### Signal metal coverage by tile

Scale bar: 20 um. The die is cut into 18 by 18 equal tiles; dark purple is low, yellow is high, scaled to the fullest tile. Values are wire area over tile area, all layers added.
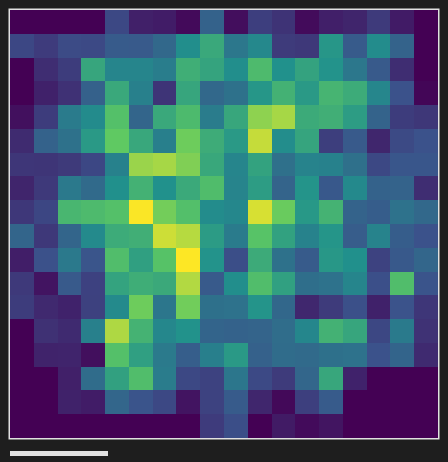
### The metal 1 layer

Cells faint in the background.
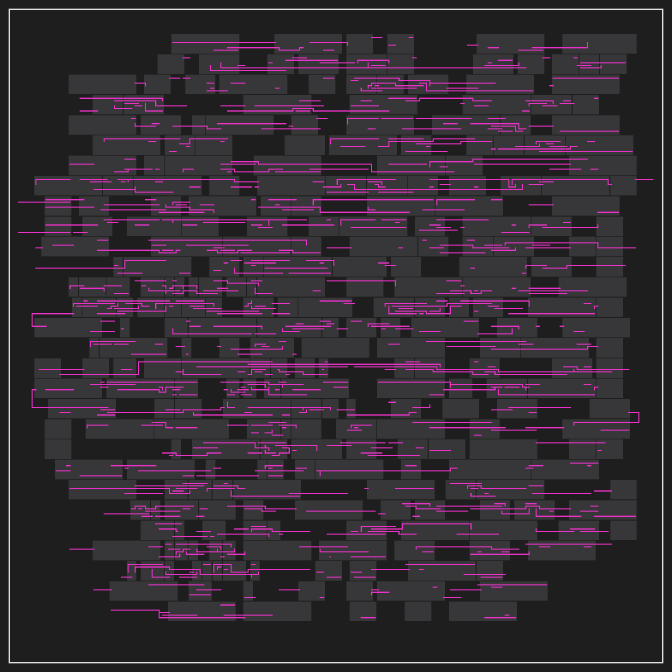
## config.mk

```make
export PLATFORM = sky130hd
export DESIGN_NAME = audio_adc_deserializer
export DESIGN_NICKNAME = d
export VERILOG_FILES = /design/src/rtl/audio_pkg.sv /design/src/rtl/sync_edge.sv /design/src/rtl/audio_adc_deserializer.sv
export SDC_FILE = /design/constraint.sdc
export NUM_CORES = 1
export LEC_CHECK = 0
export CAP_MARGIN = 20
export CORE_MARGIN = 3
export CORE_UTILIZATION = 54
export CTS_CLUSTER_DIAMETER = 50
export CTS_CLUSTER_SIZE = 25
export DETAILED_ROUTE_END_ITERATION = 16
export GPL_TIMING_DRIVEN = 0
export PLACE_DENSITY = 0.74
export SETUP_SLACK_MARGIN = 0.5
export SYNTH_ARGS = -nofsm -noshare
export SYNTH_HDL_FRONTEND = slang
export SYNTH_SLANG_ARGS = --single-unit
```

## constraint.sdc

```tcl
create_clock -name clk -period 2.55 [get_ports clk]
set_input_delay 0.3825 -clock clk [delete_from_list [all_inputs] [get_ports clk]]
set_output_delay 0.3825 -clock clk [all_outputs]
set_load 0.01 [all_outputs]
```

## src/rtl/audio_pkg.sv

```systemverilog
// rtl/audio_pkg.sv - shared types and limits for the codec ADC deserializer
package audio_pkg;

    typedef enum logic {
        LEFT  = 1'b0,
        RIGHT = 1'b1
    } channel_t;

    typedef enum logic [1:0] {
        IDLE,
        SKIP,
        SHIFT,
        WAIT
    } deser_state_t;

    localparam int AUDIO_WIDTH_MAX = 32;
    localparam int CNT_W           = $clog2(AUDIO_WIDTH_MAX + 1);

endpackage

```

## src/rtl/sync_edge.sv

```systemverilog
// rtl/sync_edge.sv - 2-FF synchronizer with a history stage for edge detection
module sync_edge (
    input  logic clk,
    input  logic reset_n,
    input  logic i_pin,
    output logic level,
    output logic rise,
    output logic fall
);

    logic r_meta;
    logic r_sync;
    logic r_hist;

    always_ff @(posedge clk or negedge reset_n) begin
        if (!reset_n) begin
            r_meta <= 1'b0;
            r_sync <= 1'b0;
            r_hist <= 1'b0;
        end else begin
            r_meta <= i_pin;
            r_sync <= r_meta;
            r_hist <= r_sync;
        end
    end

    assign level = r_sync;
    assign rise  = r_sync & ~r_hist;
    assign fall  = ~r_sync & r_hist;

endmodule

```

## src/rtl/audio_adc_deserializer.sv

```systemverilog
// rtl/audio_adc_deserializer.sv - codec serial ADC stream to stereo pairs on clk
module audio_adc_deserializer
    import audio_pkg::*;
#(
    parameter int DATA_WIDTH = 16,
    parameter int I2S_DELAY  = 1
) (
    input  logic                  clk,
    input  logic                  reset_n,
    input  logic                  audio_BCLK,
    input  logic                  audio_ADCLRCK,
    input  logic                  audio_ADCDAT,
    output logic [DATA_WIDTH-1:0] left_data,
    output logic [DATA_WIDTH-1:0] right_data,
    output logic                  valid,
    input  logic                  ready,
    output logic                  overrun,
    input  logic                  clear_overrun
);

    localparam logic [CNT_W-1:0] LAST_BIT  = CNT_W'(DATA_WIDTH - 1);
    localparam logic [CNT_W-1:0] SKIP_INIT = CNT_W'(I2S_DELAY);

    logic w_bclk_level_unused;
    logic w_bclk_rise;
    logic w_bclk_fall_unused;
    logic w_lrck_level;
    logic w_lrck_rise;
    logic w_lrck_fall;
    logic w_dat;
    logic w_dat_rise_unused;
    logic w_dat_fall_unused;

    sync_edge u_sync_bclk (
        .clk     (clk),
        .reset_n (reset_n),
        .i_pin   (audio_BCLK),
        .level   (w_bclk_level_unused),
        .rise    (w_bclk_rise),
        .fall    (w_bclk_fall_unused)
    );

    sync_edge u_sync_lrck (
        .clk     (clk),
        .reset_n (reset_n),
        .i_pin   (audio_ADCLRCK),
        .level   (w_lrck_level),
        .rise    (w_lrck_rise),
        .fall    (w_lrck_fall)
    );

    sync_edge u_sync_dat (
        .clk     (clk),
        .reset_n (reset_n),
        .i_pin   (audio_ADCDAT),
        .level   (w_dat),
        .rise    (w_dat_rise_unused),
        .fall    (w_dat_fall_unused)
    );

    deser_state_t          r_state;
    channel_t              r_channel;
    logic [CNT_W-1:0]      r_bit_cnt;
    logic [CNT_W-1:0]      r_skip_cnt;
    logic [DATA_WIDTH-2:0] r_shift;
    logic [DATA_WIDTH-1:0] r_left_hold;
    logic                  r_left_fresh;
    logic [DATA_WIDTH-1:0] r_left;
    logic [DATA_WIDTH-1:0] r_right;
    logic                  r_valid;
    logic                  r_overrun;

    logic [DATA_WIDTH-1:0] w_word;
    logic                  w_lrck_edge;
    logic                  w_word_done;
    logic                  w_commit;
    logic                  w_accept;
    logic                  w_load;
    logic                  w_drop;

    assign w_word      = {r_shift, w_dat};
    assign w_lrck_edge = w_lrck_rise | w_lrck_fall;
    assign w_word_done = (r_state == SHIFT) && !w_lrck_edge && w_bclk_rise
                         && (r_bit_cnt == LAST_BIT);
    assign w_commit    = w_word_done && (r_channel == RIGHT) && r_left_fresh;
    assign w_accept    = r_valid && ready;
    // A pair is only loaded when the output slot is free or being freed this cycle.
    assign w_load      = w_commit && (!r_valid || w_accept);
    assign w_drop      = w_commit && !w_load;

    always_ff @(posedge clk or negedge reset_n) begin
        if (!reset_n) begin
            r_state      <= IDLE;
            r_channel    <= LEFT;
            r_bit_cnt    <= '0;
            r_skip_cnt   <= '0;
            r_shift      <= '0;
            r_left_hold  <= '0;
            r_left_fresh <= 1'b0;
            r_left       <= '0;
            r_right      <= '0;
            r_valid      <= 1'b0;
            r_overrun    <= 1'b0;
        end else begin
            // Any LRCK edge starts a new word, aborting whatever was in progress.
            if (w_lrck_edge) begin
                r_channel  <= channel_t'(w_lrck_level);
                r_bit_cnt  <= '0;
                r_skip_cnt <= SKIP_INIT;
                r_state    <= (I2S_DELAY == 0) ? SHIFT : SKIP;
            end else begin
                case (r_state)
                    SKIP: begin
                        if (w_bclk_rise) begin
                            r_skip_cnt <= r_skip_cnt - 1'b1;
                            if (r_skip_cnt == CNT_W'(1)) begin
                                r_state <= SHIFT;
                            end
                        end
                    end
                    SHIFT: begin
                        if (w_bclk_rise) begin
                            r_shift   <= w_word[DATA_WIDTH-2:0];
                            r_bit_cnt <= r_bit_cnt + 1'b1;
                            if (r_bit_cnt == LAST_BIT) begin
                                r_state <= WAIT;
                                if (r_channel == LEFT) begin
                                    r_left_hold  <= w_word;
                                    r_left_fresh <= 1'b1;
                                end else begin
                                    r_left_fresh <= 1'b0;
                                end
                            end
                        end
                    end
                    default: begin
                    end
                endcase
            end

            if (w_load) begin
                r_left  <= r_left_hold;
                r_right <= w_word;
                r_valid <= 1'b1;
            end else if (w_accept) begin
                r_valid <= 1'b0;
            end

            if (w_drop) begin
                r_overrun <= 1'b1;
            end else if (clear_overrun) begin
                r_overrun <= 1'b0;
            end
        end
    end

    assign left_data  = r_left;
    assign right_data = r_right;
    assign valid      = r_valid;
    assign overrun    = r_overrun;

endmodule

```

==> impl.org <==
#+TITLE: Synthesis and PnR summary

** Timing
- Static timing analysis puts the maximum clock frequency at slightly above 0.5 GHz.
- Tightest Pin Transition :: ~440 ps
- In this run the tightest slew margin relative to its limit is 70.9%.
- TNS Setup :: 0 ps
- Share of the clock period used by the worst path :: ~80%
- Number of slew-limit violations in the final report :: 0
- Setup repair after global routing missed its margin :: yes
- The most critical hold endpoint after final layout shows a slack of around 360 ps.
- From the final report, the count of setup violators was given as 0.
- In the final run the clock tree shows a worst skew of just under 9 ps.
- The final timing report gives a worst setup slack of around 570 ps.
- The routed design could run at a clock period as short as between 1500 and 2000 ps.
- Final tally of hold violations :: 0

** Clock network
- TritonCTS created 9 clock buffers.
- Clk sink count :: just under 90
- Maximum level of the CTS H-tree :: 3
- Maximum count of clock buffers along a single path :: 2
- Clock latency on the worst-skew pair, taken at its later pin, is between 300 and 400 ps.
- Buffer cell driving the clock tree root :: sky130_fd_sc_hd__clkbuf_8
- TritonCTS built the clock tree.
- Clock-pin slew was measured on the worst setup and hold paths at around 90 ps.

** Cells and area
- NumNets Final :: about 300
- Dominant logic cell type in the layout :: sky130_fd_sc_hd__dfrtp_1
- Sequential cell area in the final layout :: roughly 2200 um^2
- The post-route netlist has between 30% and 40% of its cells at a drive strength greater than 1.
- The finished layout holds 374 standard cells, fillers aside.
- At the end of the flow the core is filled with cells to 69.9%.
- In the layout the commonest cells are 88 x sky130_fd_sc_hd__dfrtp_1, 39 x sky130_fd_sc_hd__clkdlybuf4s50_1, 33 x sky130_fd_sc_hd__mux2_2, 30 x sky130_fd_sc_hd__mux2_4, 13 x sky130_fd_sc_hd__nor2_1.
- Fill cell total of the finished layout :: 447
- The final antenna diode tally reported by the flow is 0.
- The area taken by multi-input combinational cells is reported as approximately 1300 um^2.
- The final report gives the standard cell area, fillers excluded, as ~4500 um^2.
- Layout overhead on the synthesized area :: 24.5%

** Setup path
- The critical path's slowest stage uses the library cell sky130_fd_sc_hd__or4bb_1.
- Worst setup path endpoint :: left_data[3]$_DFFE_PN0P_
- Per STA, the highest per-stage delay on the worst path measures 560 ps.
- CP Data Arrival Time :: 2210 ps
- Start point of the critical path :: r_bit_cnt[5]$_DFFE_PN0P_
- The launch point of the worst register-to-register path is recorded as r_bit_cnt[5]$_DFFE_PN0P_.
- STA shows the worst reg2reg path with a cell count of 5.
- Startpoint class of the critical path :: flop
- Setup slack on the worst reg-to-reg path comes out at ~570 ps.
- Data required time at the worst endpoint :: 2780 ps
- Per the timing report, the biggest fanout along the worst path comes to 10.
- STA classifies the critical path endpoint as a flop.
- The cell sequence reported for the critical path is or4bb_1 -> nor4b_4 -> buf_6 -> buf_12 -> mux2_4.
- In this run the critical register-to-register path is captured at left_data[3]$_DFFE_PN0P_.
- For reference, the most critical setup path is categorized as reg -> reg.

** Synthesis
- Distinct cell type count after synthesis :: 36
- Netlist Area Pre-Place :: roughly 3600 um^2
- For reference, the top logic cell family by area is multiplexers.
- Flops after synth :: roughly 89
- The synthesized netlist devotes approximately 1.3% of its cell area to adder and majority cells.
- Synthesized instance count :: ~230
- The synthesis run shows multiplexers occupying around 23% of the cell area.
- According to the Yosys statistics, the synthesized design has a chip area of around 3600 um^2.
- The synth_stat.txt file lists the number of cells as roughly 230.
- Counting the warning lines in the Yosys log gives 0.
- Area share of and/or/nand/nor cells after synthesis :: under 10%
- After Yosys synthesis, XOR and XNOR cells account for about 3.1% of the synthesized area.
- Syn avg cell area :: around 16 um^2
- Register area share after synthesis :: between 60 and 70%
- When the netlist entered floorplanning its net count stood at 238.
- The cell-mix breakdown from Yosys lists the compound-gate area share as ~1.1%.

** Power
- Summed over all combinational cells, the power is about 0.11 mW.
- Combinational power share :: about 4.4%
- Total chip power :: around 2.5 mW
- The power report attributes to the sequential group a share of around 57%.
- Power Dens Cells :: roughly 570 nW/um^2
- Summed over the clock group, the power is ~0.97 mW.
- Total internal power :: between 1.5 and 2 mW
- Switching part of the total power :: between 20% and 30%
- The analysis attributes to cell leakage a power of between 2 and 2.5 nW.
- Largest power group :: registers
- Per report_power, the clock group accounts for between 30% and 40% of the total.
- VDD sags by at most 0.378 mV.
- Net switching power :: 0.591 mW
- The power report lists the sequential group at ~1.5 mW.

** Placement
- Sum of net half-perimeters after detailed placement :: between 3000 and 4000 um
- The final weighted congestion recorded by global placement is between 0.7 and 0.8.
- Count of input and output buffers :: 40
- In this run, placement finished with an instance count of 346.
- The pre-CTS setup check shows a worst slack of between 150 and 200 ps.
- The placed instances occupy a cell area of 4110 um^2.

** Routing
- In the routed design, unresolved DRC markers number 0.
- For this block, wires on met1 add up to approximately 2800 um.
- Met3 routed wirelength :: 190 um
- The routed design shows a via density per instance of between 5 and 6.
- Total via count after detailed routing :: between 1,500 and 2,000
- Once iteration 0 of detailed routing completed, the report listed between 70 and 80 DRC markers.
- Number of routed nets with antenna violations :: 0
- First-pass detailed-route iteration total :: 4
- For this sky-water flow run, the detailed-routed wirelength per cell is reported as between 15 and 20 um.
- In the detailed route, the total length drawn on met2 is around 2800 um.
- Highest Signal Layer :: met4

** Flow run
- Number of logged tool warnings :: 28
- The report counts max-capacitance violations totalling 0.

** Floorplan
- Initial standard-cell utilization of the core :: a little under three fifths
- Per the OpenROAD floorplan log, the width of the die is approximately 90 um.
- Vertical die size :: roughly 88 um
- # rows :: 29
- The floorplan step defined a die boundary enclosing about 7700 um^2.
- IO Pins :: about 41
- Core Box Area :: between 6000 and 7000 um^2

** Global routing
- Wire length of the first global-routing pass :: about 9800 um
- Global-route track usage on met3 :: about 3.4%
- Global route overflow :: 0
- met1 track demand over resource after global routing is about a quarter.
- Grt peak-use layer :: met2
- Routing resource usage on met2 recorded by global route was roughly 25%.
- Number of global-route vias before repair :: between 1,500 and 2,000
- Pin count of the biggest net entering global routing :: slightly below 60
- Initial antenna violation count :: 0

** Min path
- In this run the worst hold path is classified as reg -> reg.
- Worst hold path depth :: 0

** Outcome
- The flow ran to the end, and the final reports show no timing, DRC or antenna violations.
About 'Signal metal coverage by tile':
28% of the tiles are over half the peak. The mean over all tiles is 0.12. The emptiest ninth of the die: south-east. 11% of the tiles are nearly empty.
Overall Global Routing Usage: 17.0%
final routed wirelength across all metal layers: 5910 um

About 'The metal 1 layer':
The longest straight run is 40.9 um. The layer holds 47% of the routed length. The layer carries 2,810 um of wire. 270 nets have wire on it. The wires run mostly horizontal.

cell type report:
cell class	count	share of cell area, %
clock buffers	9	2.77
flip-flops and latches	89	49.9
clock inverters	7	1.71
plain buffers	9	2.27
repair buffers	53	11.7
well taps	77	2.16
multi-input cells	126	29.2
inverters	4	0.336
worst max-delay path: cells and delay by family, from the launching register on:
family | cells | cell delay [ps]
simple gates | 2 | 810
flops | 1 | 430
buf+inv | 2 | 340
mux | 1 | 300
cells in the mapped netlist:
master,instances,area [um^2]
sky130_fd_sc_hd__dfrtp_1,89,2230
sky130_fd_sc_hd__mux2_2,33,372
sky130_fd_sc_hd__mux2_4,30,450
sky130_fd_sc_hd__nor2_1,13,48.8
sky130_fd_sc_hd__xor2_1,8,70.1
sky130_fd_sc_hd__nand2_1,7,26.3
sky130_fd_sc_hd__buf_6,4,45.0
sky130_fd_sc_hd__inv_1,4,15.0
sky130_fd_sc_hd__clkbuf_1,3,11.3
sky130_fd_sc_hd__ha_1,3,37.5
sky130_fd_sc_hd__nand3_1,3,15.0
sky130_fd_sc_hd__nor3_1,3,15.0
sky130_fd_sc_hd__xnor2_1,3,26.3
sky130_fd_sc_hd__nand4_1,2,12.5
sky130_fd_sc_hd__nor2b_1,2,12.5
sky130_fd_sc_hd__a211oi_1,1,7.51
sky130_fd_sc_hd__a21o_1,1,7.51
sky130_fd_sc_hd__a21oi_1,1,5.00
sky130_fd_sc_hd__and2_1,1,6.26
sky130_fd_sc_hd__and3_1,1,6.26
sky130_fd_sc_hd__and4_1,1,8.76
sky130_fd_sc_hd__and4bb_1,1,12.5
sky130_fd_sc_hd__buf_2,1,5.00
sky130_fd_sc_hd__buf_4,1,7.51
sky130_fd_sc_hd__maj3_1,1,10.0
sky130_fd_sc_hd__mux2i_1,1,10.0
sky130_fd_sc_hd__nand2_4,1,11.3
sky130_fd_sc_hd__nand2b_1,1,6.26
sky130_fd_sc_hd__nor3b_4,1,18.8
sky130_fd_sc_hd__nor4b_4,1,23.8
sky130_fd_sc_hd__nor4bb_1,1,10.0
sky130_fd_sc_hd__o21a_1,1,7.51
sky130_fd_sc_hd__o21ai_0,1,5.00
sky130_fd_sc_hd__o22ai_1,1,6.26
sky130_fd_sc_hd__or4bb_1,1,11.3
sky130_fd_sc_hd__xnor2_2,1,16.3
what timing repair did:
item,in CTS,in global routing
endpoints found under the hold margin,32,0
buffers inserted,4,7
pin swaps,1,2
setup endpoints to repair,46,56
hold buffers,1,0
gates resized,1,13
how the worst min path moves through the flow:
stage               slack, ps                           to                         start
CTS                       360  u_sync_lrck.level$_DFF_PN0_  u_sync_lrck.r_meta$_DFF_PN0_
global route              370   u_sync_dat.level$_DFF_PN0_   u_sync_dat.r_meta$_DFF_PN0_
finish                    360   u_sync_dat.level$_DFF_PN0_   u_sync_dat.r_meta$_DFF_PN0_
floorplan                  90     left_data[0]$_DFFE_PN0P_                       reset_n
detailed placement        340   u_sync_dat.level$_DFF_PN0_   u_sync_dat.r_meta$_DFF_PN0_
global placement          330  u_sync_bclk.level$_DFF_PN0_  u_sync_bclk.r_meta$_DFF_PN0_
Power figures rest on the tool's default switching activity, not on a simulated workload.
